### src/rtl/loader_pkg.sv
// Shared types and constants for the instruction-memory program loader.
// Imported by the loader FSM and its byte assembler.
package loader_pkg;

  typedef enum logic [2:0] {
    ST_IDLE,
    ST_HDR0,
    ST_HDR1,
    ST_WORD,
    ST_WRITE,
    ST_DONE,
    ST_ERR
  } state_e;

  localparam int BYTES_PER_WORD = 4;
  localparam int HDR_BYTES      = 2;

endpackage

### src/rtl/inst_loader_byte_assembler.sv
// Places incoming bytes little-endian into a 32-bit word.
// Counts bytes held and flags a complete word.
module byte_assembler
  import loader_pkg::*;
(
  input  logic        clk,
  input  logic        rst,
  input  logic        clr,
  input  logic        wr_en,
  input  logic [7:0]  byte_in,
  output logic [31:0] word,
  output logic [31:0] word_nxt,
  output logic [2:0]  byte_cnt,
  output logic        word_full
);

  logic [31:0] word_q, word_d;
  logic [2:0]  cnt_q, cnt_d;

  assign word_full = (cnt_q == 3'(BYTES_PER_WORD));

  always_comb begin
    word_d = word_q;
    cnt_d  = cnt_q;
    if (clr) begin
      word_d = '0;
      cnt_d  = '0;
    end else if (wr_en && !word_full) begin
      word_d[{cnt_q[1:0], 3'b000} +: 8] = byte_in;
      cnt_d = cnt_q + 3'd1;
    end
  end

  always_ff @(posedge clk) begin
    if (rst) begin
      word_q <= '0;
      cnt_q  <= '0;
    end else begin
      word_q <= word_d;
      cnt_q  <= cnt_d;
    end
  end

  assign word     = word_q;
  assign word_nxt = word_d;
  assign byte_cnt = cnt_q;

endmodule

### src/rtl/inst_loader.sv
// Program loader: turns a byte stream into sequential inst_mem writes
// and holds the core in reset until the whole image has landed.
module inst_loader
  import loader_pkg::*;
#(
  parameter int INST_WIDTH = 32,
  parameter int DEPTH      = 80,
  parameter int ADDR_WIDTH = 64
) (
  input  logic                  clk,
  input  logic                  rst,
  input  logic                  start,
  input  logic                  in_valid,
  input  logic [7:0]            in_data,
  output logic                  in_ready,
  output logic                  mem_wr_en,
  output logic [ADDR_WIDTH-1:0] mem_wr_adr,
  output logic [INST_WIDTH-1:0] mem_wr_data,
  output logic                  cpu_rst,
  output logic                  done,
  output logic                  err
);

  localparam int CW = $clog2(DEPTH + 1);

  state_e                state_q, state_d;
  logic [15:0]           n_words_q, n_words_d;
  logic [CW-1:0]         word_cnt_q, word_cnt_d;
  logic [ADDR_WIDTH-1:0] adr_q, adr_d;
  logic [INST_WIDTH-1:0] data_q, data_d;

  logic        asm_clr;
  logic        asm_wr;
  logic [31:0] asm_word;
  logic [31:0] asm_word_nxt;
  logic [2:0]  asm_cnt;
  logic        asm_full;
  logic [15:0] hdr_n;

  byte_assembler u_asm (
    .clk       (clk),
    .rst       (rst),
    .clr       (asm_clr),
    .wr_en     (asm_wr),
    .byte_in   (in_data),
    .word      (asm_word),
    .word_nxt  (asm_word_nxt),
    .byte_cnt  (asm_cnt),
    .word_full (asm_full)
  );

  assign hdr_n  = {in_data, n_words_q[7:0]};
  assign asm_wr = in_valid && (state_q == ST_WORD);

  always_comb begin
    state_d    = state_q;
    n_words_d  = n_words_q;
    word_cnt_d = word_cnt_q;
    adr_d      = adr_q;
    data_d     = data_q;
    in_ready   = 1'b0;
    mem_wr_en  = 1'b0;
    done       = 1'b0;
    err        = 1'b0;
    asm_clr    = 1'b0;
    unique case (state_q)
      ST_IDLE: begin
        if (start) state_d = ST_HDR0;
      end
      ST_HDR0: begin
        in_ready = 1'b1;
        if (in_valid) begin
          n_words_d[7:0] = in_data;
          state_d        = ST_HDR1;
        end
      end
      ST_HDR1: begin
        in_ready = 1'b1;
        if (in_valid) begin
          n_words_d[15:8] = in_data;
          word_cnt_d      = '0;
          asm_clr         = 1'b1;
          if (hdr_n == 16'd0)             state_d = ST_DONE;
          else if (hdr_n > 16'(DEPTH))    state_d = ST_ERR;
          else                            state_d = ST_WORD;
        end
      end
      ST_WORD: begin
        in_ready = 1'b1;
        // Latch address and word on the last byte so they hold after WRITE
        if (in_valid && asm_cnt == 3'(BYTES_PER_WORD - 1)) begin
          adr_d   = ADDR_WIDTH'(word_cnt_q);
          data_d  = INST_WIDTH'(asm_word_nxt);
          state_d = ST_WRITE;
        end
      end
      ST_WRITE: begin
        mem_wr_en  = 1'b1;
        asm_clr    = 1'b1;
        word_cnt_d = word_cnt_q + CW'(1);
        if (16'(word_cnt_d) == n_words_q) state_d = ST_DONE;
        else                              state_d = ST_WORD;
      end
      ST_DONE: begin
        done = 1'b1;
        if (start) state_d = ST_HDR0;
      end
      ST_ERR: begin
        err = 1'b1;
        if (start) state_d = ST_HDR0;
      end
      default: state_d = ST_IDLE;
    endcase
  end

  always_ff @(posedge clk) begin
    if (rst) begin
      state_q    <= ST_IDLE;
      n_words_q  <= '0;
      word_cnt_q <= '0;
      adr_q      <= '0;
      data_q     <= '0;
    end else begin
      state_q    <= state_d;
      n_words_q  <= n_words_d;
      word_cnt_q <= word_cnt_d;
      adr_q      <= adr_d;
      data_q     <= data_d;
    end
  end

  assign mem_wr_adr  = adr_q;
  assign mem_wr_data = data_q;
  assign cpu_rst     = rst || (state_q != ST_DONE);

endmodule
### config.mk
export PLATFORM = sky130hd
export DESIGN_NAME = inst_loader
export DESIGN_NICKNAME = d
export VERILOG_FILES = /design/src/rtl/loader_pkg.sv /design/src/rtl/inst_loader_byte_assembler.sv /design/src/rtl/inst_loader.sv
export SDC_FILE = /design/constraint.sdc
export NUM_CORES = 1
export LEC_CHECK = 0
export CORE_ASPECT_RATIO = 0.8
export CORE_MARGIN = 2
export CORE_UTILIZATION = 49
export DETAILED_ROUTE_END_ITERATION = 16
export PLACE_DENSITY_LB_ADDON = 0.2
export SLEW_MARGIN = 0
export SYNTH_ARGS = -nofsm -noshare
export SYNTH_HDL_FRONTEND = slang
export SYNTH_SLANG_ARGS = --single-unit
export TNS_END_PERCENT = 20
### constraint.sdc
create_clock -name clk -period 2.49 [get_ports clk]
set_input_delay 0.3735 -clock clk [delete_from_list [all_inputs] [get_ports clk]]
set_output_delay 0.3735 -clock clk [all_outputs]
set_load 0.01 [all_outputs]
run_1/power_grid.png
Bar = 20 um. Pins as bars on the die edge.
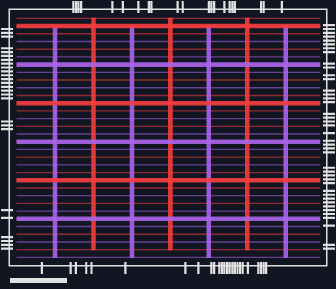
colour	net
purple	VSS
red	VDD
met5 straps	6
rows	31

run_1/placement_by_type.png
Fill, decap, tap and diode cells in grey.
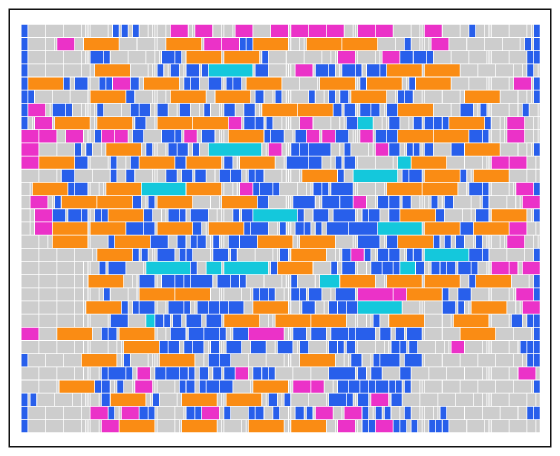
colour	class	cells	share of their area
cyan	clock drivers and dummy loads	16	5.8%
magenta	other buffers and delay cells	75	14%
orange	flops	100	38%
blue	combinational and other logic	409	42%

==> writeup.txt, run 1 <==
In the final layout, clock buffers and inverters account for 5.661% of the cell area. For the deepest clock path buffer count, the log shows 2. Data arrival time of the critical path: 1.96 ns. The vertical die dimension reported for this design is 90.00 um. The final timing report counts setup violations totalling 0. For this block, the via count after detailed routing is 3658. The synthesized design contains 0 enable-type register cells. The run gives 59.67% for the post-route core utilization.

Compared with the post-synthesis result, the final layout area differs by 19.06%. The number of inverters outside the clock class in the layout was 9. The number of cells on the worst hold path is listed as 2.

The synthesis report gives the async set-or-reset register share as 0%. For the number of global-route vias before repair, the log shows 3315. From left edge to right edge, the die measures 111.5 um. The run gives 0.5326 ns for the slew at the pin closest to its max-slew limit. For the cell area after layout, the log shows 0.005393 mm2. The top layer reached by signal wires was met4. The chip occupies 0.01003 mm2. Yosys mapped the design onto 44 distinct sky130hd cell types. The total setup buffers inserted after CTS was 0. With the remaining routing DRC violations at 0, the pre-placement core utilization is 50.12%.

The leakage power of the design is 2.138 nW. The tools report the number of standard cells reported by yosys as 534. The stat command in Yosys gives a chip area of 0.004529 mm2. The initialized floorplan defines 31 standard-cell rows.

Between clock sinks in the finished design, the worst skew comes to 0.008195 ns. Per the detail_route report, vias per standard cell equal 5.116. Buffers inserted during clock tree synthesis total 9. With the number of cells after detailed placement at 699, the sequential cell area is 0.002002 mm2. The run gives 7.167% for the fraction of layout cells with a size suffix above 1. The total of buffers placed on input and output ports was 55; the stage-log warning count was 31. The detail route stage leaves a number of antenna-violating nets equal to 0. The worst-case IR drop observed on VDD is 0.3594 mV. The first global-routing pass estimated 16.73 mm of wire. TritonCTS reports the number of clock sinks as 100.

The met1 routing resource usage after global routing was 29.96%; the count of placed standard cells in the final layout, fillers left out was 715. The tools report the nature of the critical path endpoint as a primary output. Max-slew check failures listed in the final report amount to 0.

The number of design-rule violations left by the first detailed-router iteration came out at 242. The top cell types in the final layout, fill and taps aside, are dfxtp_1 (100), nor2_1 (84), conb_1 (57). The later-pin clock latency in the skew report came out at 0.34 ns.

The busiest layer in global routing is met2. Highest net fanout along the worst path: 10. The number of cells on the worst reg-to-reg path was 7; the data required time at the worst endpoint was 2.12 ns. STA classifies the critical path startpoint as a flip-flop. The deepest level of the CTS H-tree is 3.

Endpoints failing hold in the final report were tallied at 0. With the number of max-capacitance violations reported at 0, the number of sequential cells is 100. After its last routability iteration, the placer logged a weighted congestion of 0.8883. The time the final worst path needs with I/O delays and setup works out to 2.337 ns. The critical path in this run is classified as reg2out. Count of nets after finishing: 615. The fraction of cell area in multi-input combinational cells is reported as 40.56%.

The region available for standard cell placement spans 0.009037 mm2. Leaving out fill and tap cells, the most frequent cell in the layout is dfxtp_1. Upper clock frequency limit: 0.4279 GHz. Pin placement for this block handled 113 I/O pins.

The area of combinational cells with multiple inputs was 0.002187 mm2; the number of inserted filler cells in the final layout was 809. Dividing total power by cell area gives a power density of 697.0 mW/mm2. According to the hold report, the worst path is of the in2reg type. The iteration count recorded for the first detailed-route pass is 4. For the tally of clock buffers in the finished layout, the log shows 9.

Per the post-synthesis report, the number of cells in the design is 534. The tree is rooted in a clkbuf_16. For this design, the CTS-stage hold fixing added 0 buffers. Per the area breakdown, the dominant cell category is logic gates. With the sum of net half-perimeters after detailed placement at 6.941 mm, the total cell area at the placement stage is 0.005087 mm2.

After routing, the total negative slack on setup checks comes to 0 ns. The met1 wire length was 4.925 mm. The detailed router reported a total wirelength of 9.962 mm. After synthesis the cells add up to 0.004529 mm2.

Routing resource usage on met2 recorded by global route was 30.23%. The detailed router reports a met3 wire length of 607 um. TritonCTS built the clock tree. For the final hold slack, the log shows 0.4008 ns. Sequential cell area share: 37.12%. For the multi-input logic cell count, the log shows 400. Global routing used 4.788% of the available met3 tracks. According to the tapcell log, the count of inserted taps is 115. The count of plain and timing-repair buffers in the layout came out at 75. Predominant post-synthesis flop cell: dfxtp_1. After clock tree synthesis, the repair step resized 0 gates. The tally of yosys warning messages came out at 0. The tools report the number of antenna violations at the first check in global routing as 0.

Across all checked pins, the minimum headroom to the slew limit is 64.49%. Global routing finished with a remaining overflow of 0. After detailed routing, the average wire length per cell comes to 13.93 um.

Setup repair after global routing left no endpoint under its margin. In this run, synthesis produced a sequential element count of 100. For the global-route usage over all layers, the log shows 20.43%. Entering global routing, the biggest net connects 50 pins. Logged for this run, the post-placement worst setup slack is 0.2013 ns. Overall power consumption after layout is estimated at 3.759 mW. The number of antenna diodes in the final layout is 0. With the proportion of final cell area spent on non-clock buffers at 13.36%, the final period utilization is 93.85%. The clock input transition at the sequential cells of the worst setup and hold paths is 0.07 ns, and the met2 layer wire length in the routed design is 4.284 mm. The tools report the worst setup slack after layout as 0.1530 ns. Post-synthesis area per instance: 8.482 um2.

The run finished with clean final reports. The run gives 44.20% for the share of the yosys chip area belonging to registers.
run_1/clk_routes.png
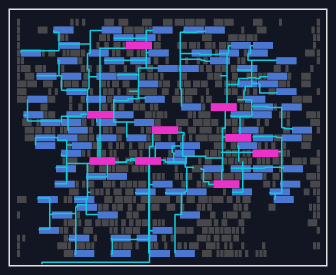
[blue] flip-flops | count: 100
[magenta] clock drivers | count: 9
[cyan] clock wires | length: 1120 um
routed clock nets	10
flops lie	spread over the die

run_1/wires.png
Bar = 20 um. Only two layers are drawn.
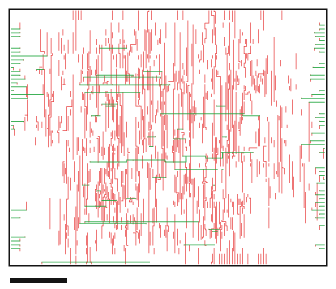
colour	layer	wire length
green	metal 3	608 um
red	metal 2	4280 um

-- run 1: worst max-delay path, stage by stage (launching register included) --
cell             delay (ns)
dfxtp_1                0.49
inv_1                  0.17
nor3_2                 0.36
clkdlybuf4s50_1        0.60
-- run 1: cell families after synthesis --
kind of cell    count (synthesis)  synth area share, %
compound gates                112                15.69
xor+xnor                       11                2.127
fa+ha+maj                       8                2.210
buf+inv                        90                12.32
flops                         100                44.20
mux                            11                2.431
other cells                     1              0.08279
simple gates                  201                20.94
-- run 1: report_power, final --
| group | internal, mW | switching (mW) | total, mW |
|---|---|---|---|
| Clock | 0.795 | 0.636 | 1.43 |
| Sequential | 1.65 | 0.0790 | 1.73 |
| Combinational | 0.244 | 0.352 | 0.596 |
| Total | 2.69 | 1.07 | 3.76 |
-- run 1: cells in the mapped netlist (all sizes together) (2+ instances only) --
library cell	n	share of area, %
nand2b	4	0.55
buf	66	10
a211oi	33	5.5
o21ai	11	1.2
xnor2	7	1.4
nand2	41	3.4
or3	3	0.41
inv	9	0.75
xor2	4	0.77
nor3	5	0.66
and2	6	0.83
a2111o	2	0.50
a21o	3	0.50
o31ai	2	0.33
nor3b	3	0.50
ha	8	2.2
nor2b	3	0.41
clkbuf	15	1.2
a21oi	52	6.0
nand3	7	0.77
nor4	4	0.55
dfxtp	100	44
or4	2	0.33
and3	35	4.8
nor2	85	7.0
mux2i	11	2.4
-- run 1: final timing paths --
| path | start | end | slack, ns |
|---|---|---|---|
| setup / recovery | state_q[2] | mem_wr_en | 0.15 |
| hold / removal | rst | word_cnt_q[0] | 0.40 |
| setup reg to reg | u_asm.byte_cnt[0] | mem_wr_data[22] | 0.30 |
| hold reg to reg | mem_wr_adr[6] | mem_wr_adr[6] | 0.45 |
## Run 2: what changed since run 1
CTS_CLUSTER_DIAMETER = 200   (was unset)
run_2/wires.png
Bar = 20 um. Only two layers are drawn.
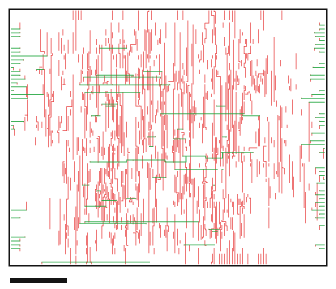
colour	layer	wire length
red	metal 2	4280 um
green	metal 3	608 um

==> run 2 against run 1 <==
  * Combinational power about the same
  * Synthesized cell count unchanged
  * Sequential cell count stayed put
  * First-iteration DRC count did not move
  * Clock skew stayed put
  * Clock power barely moved
  * Area after synthesis unchanged
  * Clock-buffer cell count unchanged
  * Largest cell class unchanged
  * Largest power group unchanged
  * Highest routed layer unchanged
==> writeup.txt, run 2 <==
The summed standard-cell area reported by yosys is 0.004529 mm2. In the post-synthesis netlist, the cell with the most instances is dfxtp_1. The critical path crosses 3 cells after its start point. The mean number of vias per cell works out to 5.116. The run gives 0.8883 as the last weighted congestion value of the routability-driven placer. Global routing used 20.43% of the available tracks across all layers.

Looking at the max-slew report, the worst-margin pin has a slew of 0.5326 ns. The total setup buffers inserted after CTS is 0, and the count of nets after finishing is 615. The deepest level of the CTS H-tree is 3. Global route summary, busiest routing layer listed as met2. The stage-log warning count is 31, and the power density normalized to cell area is 697.0 mW/mm2. The core region is 0.009037 mm2. In the layout the commonest cells are dfxtp_1 (100), nor2_1 (84), conb_1 (57).

The placement report lists the number of port buffers as 55. The fraction of synthesized cell area taken by the top area cell type is 44.20%. Per STA, the worst path is made up of inv_1 -> nor3_2 -> clkdlybuf4s50_1. The buffers plus inverters on the worst setup path is 2, and the leakage power of the design is 2.138 nW. Post-synthesis area per instance: 8.482 um2. The total CTS buffers was 9.

The commonest cells after synthesis are dfxtp_1 (100), nor2_1 (85), buf_4 (57), a21oi_1 (51), nand2_1 (41). The tools report the number of clock sinks seen by CTS as 100. In the hold timing report, the worst path depth is 2.

The data arrival time reported for the critical path is 1.96 ns. The run finished with clean final reports. The layout stage reports a final design area of 0.005393 mm2. The number of antenna violations at the first check in global routing was 0; the highest net fanout along the worst path was 10.

The routed design has 9.962 mm of wire. For met3 alone, demand over resource in global routing was 4.788%. The synthesis report lists the Yosys warning total as 0.

The run gives 0.34 ns as the later-pin clock latency in the skew report. The worst setup path is captured at a primary output. TritonCTS built the clock tree.

The most critical min-delay path falls under in2reg. Once synthesis finished, the tally of register bits stood at 100. Kind of cell with the highest combined delay on the critical path: buffers and inverters.

For this run, the register share of the synthesized area comes to 44.20%. Top layer reached by signal wires: met4. For the quantity of hold-fixing buffers added after cts, the log shows 0.

For reference, the most critical setup path is categorized as reg2out. The run gives 4.925 mm for the met1 wire length. With the met1 routing resource usage after global routing at 29.96%, the number of standard cells reported by yosys is 534. The count of mapped cells out of synthesis came out at 534.

By instance count after routing, the leading logic cell type is dfxtp_1. The delay of the slowest critical-path stage was 0.60 ns. The buffer type at the clock tree root was clkbuf_16.

Dividing the final minimum period by the clock period gives 93.85%. Per the final timing report, the hold violations number 0. The final number of max-transition violations is 0, and the number of iterations in the first detailed-routing pass is 4. The total congestion overflow is 0. After synthesis the cells add up to 0.004529 mm2.

In the placement report, post-DP HPWL is listed as 6.941 mm. The summed negative setup slack over all endpoints is 0 ns, and the vertical die size is 90.00 um. With the worst ir drop on vdd at 0.3594 mV, the layout overhead on the synthesized area is 19.06%.

The logs give 0 for the setup-violating endpoint count in the final report and 242 for the number of design-rule violations left by the first detailed-router iteration. The timing report gives the worst reg2reg path a setup slack of 0.30 ns. The count of nets left with antenna violations once routing finished came out at 0. Clock skew on the completed layout was measured at 0.008195 ns. Fraction of layout cells with a size suffix above 1: 7.167%.

The pre-placement core utilization is 50.12%, and the number of enable-type register cells in the synthesized netlist is 0. The logs give 0.4279 GHz for the upper clock frequency limit and 44 for the count of unique library cells instantiated by Yosys. The initialized floorplan defines 31 standard-cell rows. Clock-pin slew was measured on the worst setup and hold paths at 0.07 ns. The floorplan die area came out at 0.01003 mm2.
[run 2: cell counts after synthesis]
No cell type changed its count.
[run 2: cell type report]
type                            count  area, um2  area share (%)
Tap cell                          115      143.9           2.668
Sequential cell                   100       2002           37.12
Timing Repair Buffer               75      720.7           13.36
Multi-Input combinational cell    400       2187           40.56
Clock inverter                      7      80.08           1.485
Inverter                            9      33.78          0.6265
Clock buffer                        9      225.2           4.176
[run 2: cells by family (layout without fill, tap and decap cells)]
logic type	count (synthesis)	after routing	share of synthesized area, %
other	1	57	0.08279
AND/OR/NAND/NOR	201	201	20.94
multiplexers	11	11	2.431
XOR/XNOR	11	11	2.127
buffers and inverters	90	100	12.32
flip-flops	100	100	44.20
adder cells (fa/ha/maj)	8	8	2.210
AND-OR/OR-AND	112	112	15.69
[run 2: power breakdown]
part           total [mW]  switching (mW)  internal [mW]
Sequential           1.73          0.0790           1.65
Clock                1.43           0.636          0.795
Combinational       0.596           0.352          0.244
Total                3.76            1.07           2.69
[run 2: path summary, 6_finish.rpt]
| path | startpoint | end |
|---|---|---|
| worst max register to register | u_asm.byte_cnt[0] | mem_wr_data[22] |
| worst max-delay path | state_q[2] | mem_wr_en |
| worst min-delay path | rst | word_cnt_q[0] |
| worst min register to register | mem_wr_adr[6] | mem_wr_adr[6] |
[run 2: stage by stage]
step | hold WS, ns | std cells | setup WS [ns] | util, % | power (mW)
5_1_grt | 0.4079 | 715 | 0.01380 | 59.67 | 3.922
6_report | 0.4008 | 715 | 0.1530 | 59.67 | 3.759
2_1_floorplan | 0.4448 | 590 | 0.6645 | - | 2.239
3_5_place_dp | 0.4472 | 699 | 0.2013 | 56.29 | 2.357
4_1_cts | 0.3941 | 715 | 0.1566 | 59.67 | 3.783
3_3_place_gp | 0.4411 | 699 | 0.2735 | 56.29 | 2.340
Power figures rest on the tool's default switching activity, not on a simulated workload.
